## config.mk

```make
export PLATFORM = sky130hd
export DESIGN_NAME = scalar_rf_perf
export DESIGN_NICKNAME = d
export VERILOG_FILES = /design/src/rtl/scalar_rf_perf.sv
export SDC_FILE = /design/constraint.sdc
export NUM_CORES = 2
export LEC_CHECK = 0
export ABC_CLOCK_PERIOD_IN_PS = 3240
export CAP_MARGIN = 20
export CELL_PAD_IN_SITES_DETAIL_PLACEMENT = 1
export CELL_PAD_IN_SITES_GLOBAL_PLACEMENT = 2
export CORE_AREA = 2 2 412 333
export CTS_BUF_LIST = sky130_fd_sc_hd__clkbuf_8 sky130_fd_sc_hd__clkbuf_16
export CTS_CLUSTER_SIZE = 40
export DETAILED_ROUTE_END_ITERATION = 10
export DIE_AREA = 0 0 414 335
export GPL_TIMING_DRIVEN = 0
export PLACE_DENSITY_LB_ADDON = 0.1
export SYNTH_ARGS = -nofsm -noshare
export SYNTH_HDL_FRONTEND = slang
export SYNTH_SLANG_ARGS = --single-unit
```

## constraint.sdc

```tcl
create_clock -name clk -period 3.24 [get_ports clk]
set_input_delay 0.648 -clock clk [delete_from_list [all_inputs] [get_ports clk]]
set_output_delay 0.648 -clock clk [all_outputs]
set_load 0.01 [all_outputs]
```

## src/rtl/scalar_rf_perf.sv

```systemverilog
// Purpose: scalar register file (NRD comb reads, 1 write, R0 = 0) with perf counters and a CPI divider.
// Latency: reads 0 cycles; writes and counters visible next cycle; CPI refreshes every CNT_W+FRAC+2 cycles.
// Backpressure: none; every input is accepted each cycle. Optional SRF_BYPASS_EN adds write-to-read forwarding.
module scalar_rf_perf #(
  parameter int WIDTH      = 19,
  parameter int NREGS      = 32,
  parameter int NRD        = 3,
  parameter int CNT_W      = 32,
  parameter int FRAC       = 4,
  parameter int INIT_R1    = 220500,
  parameter int INIT_R10   = 224,
  parameter int FINISH_REG = 28,
  parameter int FINISH_VAL = 333,
  localparam int AW        = $clog2(NREGS)
) (
  input  logic                   clk,
  input  logic                   rst,
  input  logic [NRD*AW-1:0]      rs,
  output logic [NRD*WIDTH-1:0]   rdata,
  input  logic [AW-1:0]          rd_addr,
  input  logic [WIDTH-1:0]       wd,
  input  logic                   we,
  input  logic                   ev_retire,
  input  logic                   ev_stall,
  input  logic                   ev_arith,
  input  logic                   ev_mem,
  output logic [CNT_W-1:0]       cycle_cnt,
  output logic [CNT_W-1:0]       retire_cnt,
  output logic [CNT_W-1:0]       stall_cnt,
  output logic [CNT_W-1:0]       arith_cnt,
  output logic [CNT_W-1:0]       mem_cnt,
  output logic [WIDTH-1:0]       cpi,
  output logic                   cpi_valid,
  output logic                   finish
);

  localparam int QW = CNT_W + FRAC;
  localparam int BW = $clog2(QW);
  // One bit wider than both quotient and result so the saturation compare never overflows.
  localparam int XW = ((QW > WIDTH) ? QW : WIDTH) + 1;

  localparam logic [WIDTH-1:0] R1_SEED  = WIDTH'(INIT_R1);
  localparam logic [WIDTH-1:0] R10_SEED = WIDTH'(INIT_R10);
  localparam logic [WIDTH-1:0] FIN_VAL  = WIDTH'(FINISH_VAL);
  localparam logic [AW-1:0]    FIN_IDX  = AW'(FINISH_REG);
  localparam bit               FIN_EN   = (FINISH_REG > 0) && (FINISH_REG < NREGS);
  localparam logic [XW-1:0]    CPI_MAX  = {{(XW-WIDTH){1'b0}}, {WIDTH{1'b1}}};

  typedef enum logic [1:0] {S_IDLE, S_DIV, S_DONE} state_t;

  logic [WIDTH-1:0] regs [NREGS];

  state_t           state, state_nxt;
  logic [QW-1:0]    n_q;
  logic [QW-1:0]    q_q;
  logic [CNT_W-1:0] d_q;
  logic [CNT_W-1:0] r_q;
  logic [BW-1:0]    bit_cnt;

  logic [CNT_W:0]   trial;
  logic [CNT_W:0]   diff;
  logic             ge;
  logic [CNT_W-1:0] r_nxt;
  logic [QW-1:0]    q_nxt;
  logic [XW-1:0]    q_ext;
  logic [WIDTH-1:0] cpi_sat;

  function automatic logic [CNT_W-1:0] sat_inc(input logic [CNT_W-1:0] v, input logic en);
    return (en && (v != {CNT_W{1'b1}})) ? v + CNT_W'(1) : v;
  endfunction

  // Register array: seeded at reset, R0 never written so it stays zero.
  always_ff @(posedge clk) begin
    if (!rst) begin
      for (int i = 0; i < NREGS; i++) begin
        regs[i] <= (i == 1) ? R1_SEED : (i == 10) ? R10_SEED : '0;
      end
    end else if (we && (rd_addr != '0)) begin
      regs[rd_addr] <= wd;
    end
  end

  // Combinational read ports; address 0 is forced to zero.
  for (genvar p = 0; p < NRD; p++) begin : g_rd
    logic [AW-1:0] addr;
    assign addr = rs[p*AW +: AW];
`ifdef SRF_BYPASS_EN
    assign rdata[p*WIDTH +: WIDTH] = (addr == '0) ? '0 :
                                     (we && (rd_addr == addr)) ? wd : regs[addr];
`else
    assign rdata[p*WIDTH +: WIDTH] = (addr == '0) ? '0 : regs[addr];
`endif
  end

  // Saturating performance counters.
  always_ff @(posedge clk) begin
    if (!rst) begin
      cycle_cnt  <= '0;
      retire_cnt <= '0;
      stall_cnt  <= '0;
      arith_cnt  <= '0;
      mem_cnt    <= '0;
    end else begin
      cycle_cnt  <= sat_inc(cycle_cnt, 1'b1);
      retire_cnt <= sat_inc(retire_cnt, ev_retire);
      stall_cnt  <= sat_inc(stall_cnt, ev_stall);
      arith_cnt  <= sat_inc(arith_cnt, ev_arith);
      mem_cnt    <= sat_inc(mem_cnt, ev_mem);
    end
  end

  // One restoring-division step; remainder always stays below D so CNT_W bits hold it.
  always_comb begin
    trial   = {r_q, n_q[QW-1]};
    diff    = trial - {1'b0, d_q};
    ge      = (trial >= {1'b0, d_q});
    r_nxt   = ge ? diff[CNT_W-1:0] : trial[CNT_W-1:0];
    q_nxt   = {q_q[QW-2:0], ge};
    q_ext   = {{(XW-QW){1'b0}}, q_nxt};
    cpi_sat = (q_ext > CPI_MAX) ? {WIDTH{1'b1}} : q_ext[WIDTH-1:0];
  end

  // Divider state register.
  always_ff @(posedge clk) begin
    if (!rst) state <= S_IDLE;
    else      state <= state_nxt;
  end

  // Divider next state; cpi_valid is high only in DONE.
  always_comb begin
    state_nxt = state;
    cpi_valid = 1'b0;
    case (state)
      S_IDLE: if (retire_cnt != '0) state_nxt = S_DIV;
      S_DIV:  if (bit_cnt == '0) state_nxt = S_DONE;
      S_DONE: begin
        cpi_valid = 1'b1;
        state_nxt = S_IDLE;
      end
      default: state_nxt = S_IDLE;
    endcase
  end

  // Divider datapath: snapshot in IDLE, iterate in DIV, publish cpi on the last step so it is stable during DONE.
  always_ff @(posedge clk) begin
    if (!rst) begin
      n_q     <= '0;
      q_q     <= '0;
      d_q     <= '0;
      r_q     <= '0;
      bit_cnt <= '0;
      cpi     <= '0;
    end else begin
      case (state)
        S_IDLE: if (retire_cnt != '0) begin
          n_q     <= {cycle_cnt, {FRAC{1'b0}}};
          d_q     <= retire_cnt;
          r_q     <= '0;
          q_q     <= '0;
          bit_cnt <= BW'(QW - 1);
        end
        S_DIV: begin
          n_q     <= {n_q[QW-2:0], 1'b0};
          r_q     <= r_nxt;
          q_q     <= q_nxt;
          bit_cnt <= bit_cnt - BW'(1);
          if (bit_cnt == '0) cpi <= cpi_sat;
        end
        default: ;
      endcase
    end
  end

  // Sticky program-end flag; the write-path term makes it rise right after the committing edge.
  always_ff @(posedge clk) begin
    if (!rst) begin
      finish <= 1'b0;
    end else if (FIN_EN) begin
      finish <= finish || (regs[FIN_IDX] == FIN_VAL) ||
                (we && (rd_addr == FIN_IDX) && (wd == FIN_VAL));
    end
  end

endmodule

```

**Zoomed window**

Region (300, 241) to (320, 261) microns. Cells in grey, sequential cells in the stronger grey; small squares are vias.
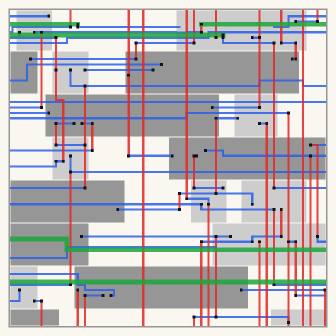
[green] metal 3
[red] metal 2
[blue] metal 1
sequential cells in the window: 5
cells with their middle in the window: 14
most frequent: and2_1 (5), edfxtp_1 (5), mux4_2 (2)
netlist names of flops here include: `regs` (5)

**Pin placement**

Scale bar: 100 microns. Pins as bars across the die edge, other pins in grey.
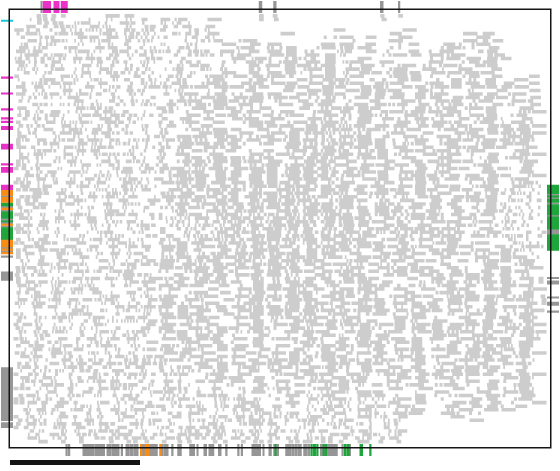
[magenta] `retire_cnt` | pins: 32 | direction: output | edge: 17 left, 15 top
[cyan] `clk` | pins: 1 | direction: input | edge: left
[orange] `cpi` | pins: 19 | direction: output | edge: 14 left, 5 bottom
[green] `rdata` | pins: 57 | direction: output | edge: 30 right, 14 left, 13 bottom
all pins by edge: 124 bottom, 93 left, 44 right, 23 top

==> impl_metrics.toml <==
# yosys + openroad results
[outcome]
status = "finished, violations left"
violations = "setup timing"

[synthesis]
synth.top_cells.by_area = "sky130_fd_sc_hd__edfxtp_1, sky130_fd_sc_hd__mux4_2, sky130_fd_sc_hd__dfxtp_1"
ys_sh_xor = 0.02705
synthCells = 4045
synthTopLogicFamily = "multiplexers"
ys_types = 83
synth.yosys.seq_area_share = 0.4727
post_synth_mux_area_share = 0.2624
synth_area_leader_cell = "sky130_fd_sc_hd__edfxtp_1"
edf_count = 608
synthAoiAreaFrac = 0.04347
synth-warning-count = 0
synth_largest_type_area_fraction = 0.3502

[sta]
hold_viol = 0
setup_viol_count_final = 94
worst-slew-pin-transition_ns = 1.210
worst_slew_margin_rel = 0.1930
worst_hold_check_slack_ns = 0.4560
timing.final.max_slew_violations = 0
worst_slack_ns = -0.2831
period_minus_slack_ns = 3.523

[finish]
synthToLayoutAreaGrowth_pct = 26.01
clk_share = 0.05339
layout.cells.largest_class = "logic gates"
flop_area_sq_um = 24640
multiInputGateArea_sq_um = 26820
design.final.nets = 4744
clockBufferCount = 114
largestRegisters = "regs (608), q_q (35)"
final_layout_size_suffix_gt1_frac = 0.2814
inverters = 63
layout.buffer.nonclock.area_share = 0.1256
final_layout_top_logic_cell = "sky130_fd_sc_hd__edfxtp_1"

[global_route]
grt_overflow_total = 0
grt_util_met3 = 0.07557
global_route_wire_length_before_repair_microns = 306100
grt_start_max_net_pins = 20
number_of_antenna_violations_at_the_first_check_in_global_routing = 17
via_count_of_the_first_global_routing_pass = 40470

[floorplan]
well_tap_count = 1783
die_y_microns = 335
rows = 121
floorplan.core_util = 0.3869

[clocking]
ctsRootBufferMaster = "sky130_fd_sc_hd__clkbuf_16"
cts-buffers-inserted = 105
htree_num_levels = 3
cts-hold-fix-buffers = 0
clk-insertion-delay-late_ns = 0.74

[routing]
routed_wire_per_std_cell_microns = 33.37
detail_route.drc_violations = 0
routed_length_on_met3_microns = 21060
route.vias.total = 39650
violation_count_after_the_first_detailed_route_iteration = 4788
wl_microns = 217800

[setup_path]
setup_slack_on_the_worst_flop_to_flop_path_ns = 0.15
reg2regPathDepth = 10
worstPathRequired_ns = 2.59
r2r_end = "r_q[23]$_SDFFE_PN0P_"
critical_path.endpoint_type = "primary output"
worstSetupStartpointType = "primary input"
regToRegStartpoint = "d_q[4]$_SDFFE_PN0P_"

[placed_design]
place_hpwl_microns = 158900
post-place-cells = 6197

[job]
max_cap_violations = 0

[power_and_ir_drop]
power_combinational_mw = 11.5
total_power_consumption_of_the_routed_design_mw = 37.84
sw_frac_of_total = 0.3236
static-leakage-power_nw = 22.96
cell_internal_pwr_mw = 25.59
power_switching_mw = 12.24
p_clk_mw = 12.5
pg_seq_mw = 13.8
p_clk_frac = 0.331

[hold_path]
worst_hold_startpoint = "d_q[19]$_SDFFE_PN0P_"
worstHoldPathType = "flip-flop to flip-flop"
**Cell outlines without signal wires**

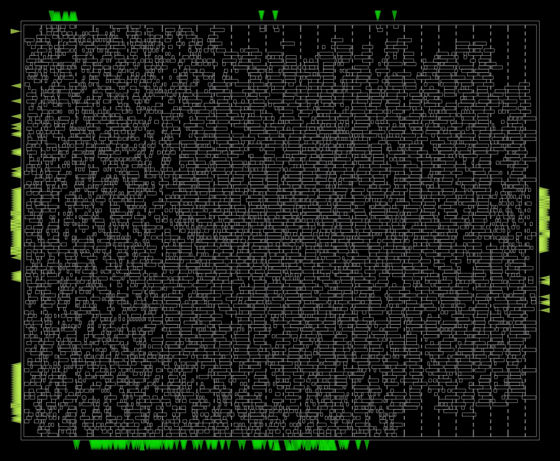
seq_cells: 927
final design utilization: 0.4875
share of the final layout cell area in sequential cells: 0.3752

==> cells in the mapped netlist (52+ instances only) <==
library cell	count
sky130_fd_sc_hd__mux2i_1	84
sky130_fd_sc_hd__mux4_2	570
sky130_fd_sc_hd__edfxtp_1	608
sky130_fd_sc_hd__nand2_1	293
sky130_fd_sc_hd__clkbuf_1	262
sky130_fd_sc_hd__and2_1	589
sky130_fd_sc_hd__a21oi_1	125
sky130_fd_sc_hd__inv_1	63
sky130_fd_sc_hd__xnor2_1	68
sky130_fd_sc_hd__nor2_1	303
sky130_fd_sc_hd__nand3_1	95
sky130_fd_sc_hd__o21ai_0	76
sky130_fd_sc_hd__dfxtp_1	319
sky130_fd_sc_hd__nand4_1	52
sky130_fd_sc_hd__xor2_1	93
==> what timing repair did <==
item	4_1_cts	5_1_grt
pin swaps	11	17
gates resized	758	108
setup buffers	93	51
gates cloned	3	6
setup endpoints to repair	462	290
==> worst max-delay path: stages <==
cell and delay, ns:
sky130_fd_sc_hd__clkbuf_16 0.13, sky130_fd_sc_hd__buf_16 0.13, sky130_fd_sc_hd__buf_16 0.11, sky130_fd_sc_hd__buf_8 0.12, sky130_fd_sc_hd__buf_6 0.12, sky130_fd_sc_hd__mux4_2 0.50
sky130_fd_sc_hd__mux4_2 0.64, sky130_fd_sc_hd__mux2i_1 0.23, sky130_fd_sc_hd__nor2_1 0.07, sky130_fd_sc_hd__buf_2 0.15
==> per-stage QoR <==
step	setup TNS, ns	util	cell area (sq um)
6_report	-11.50	0.4875	65690
5_1_grt	-12.74	0.4875	65690
4_1_cts	-12.24	0.4824	64990
3_5_place_dp	-759.79	0.4376	58970
3_3_place_gp	-2107.11	0.4244	57190
2_1_floorplan	-36.21	-	52220
Power figures rest on the tool's default switching activity, not on a simulated workload.
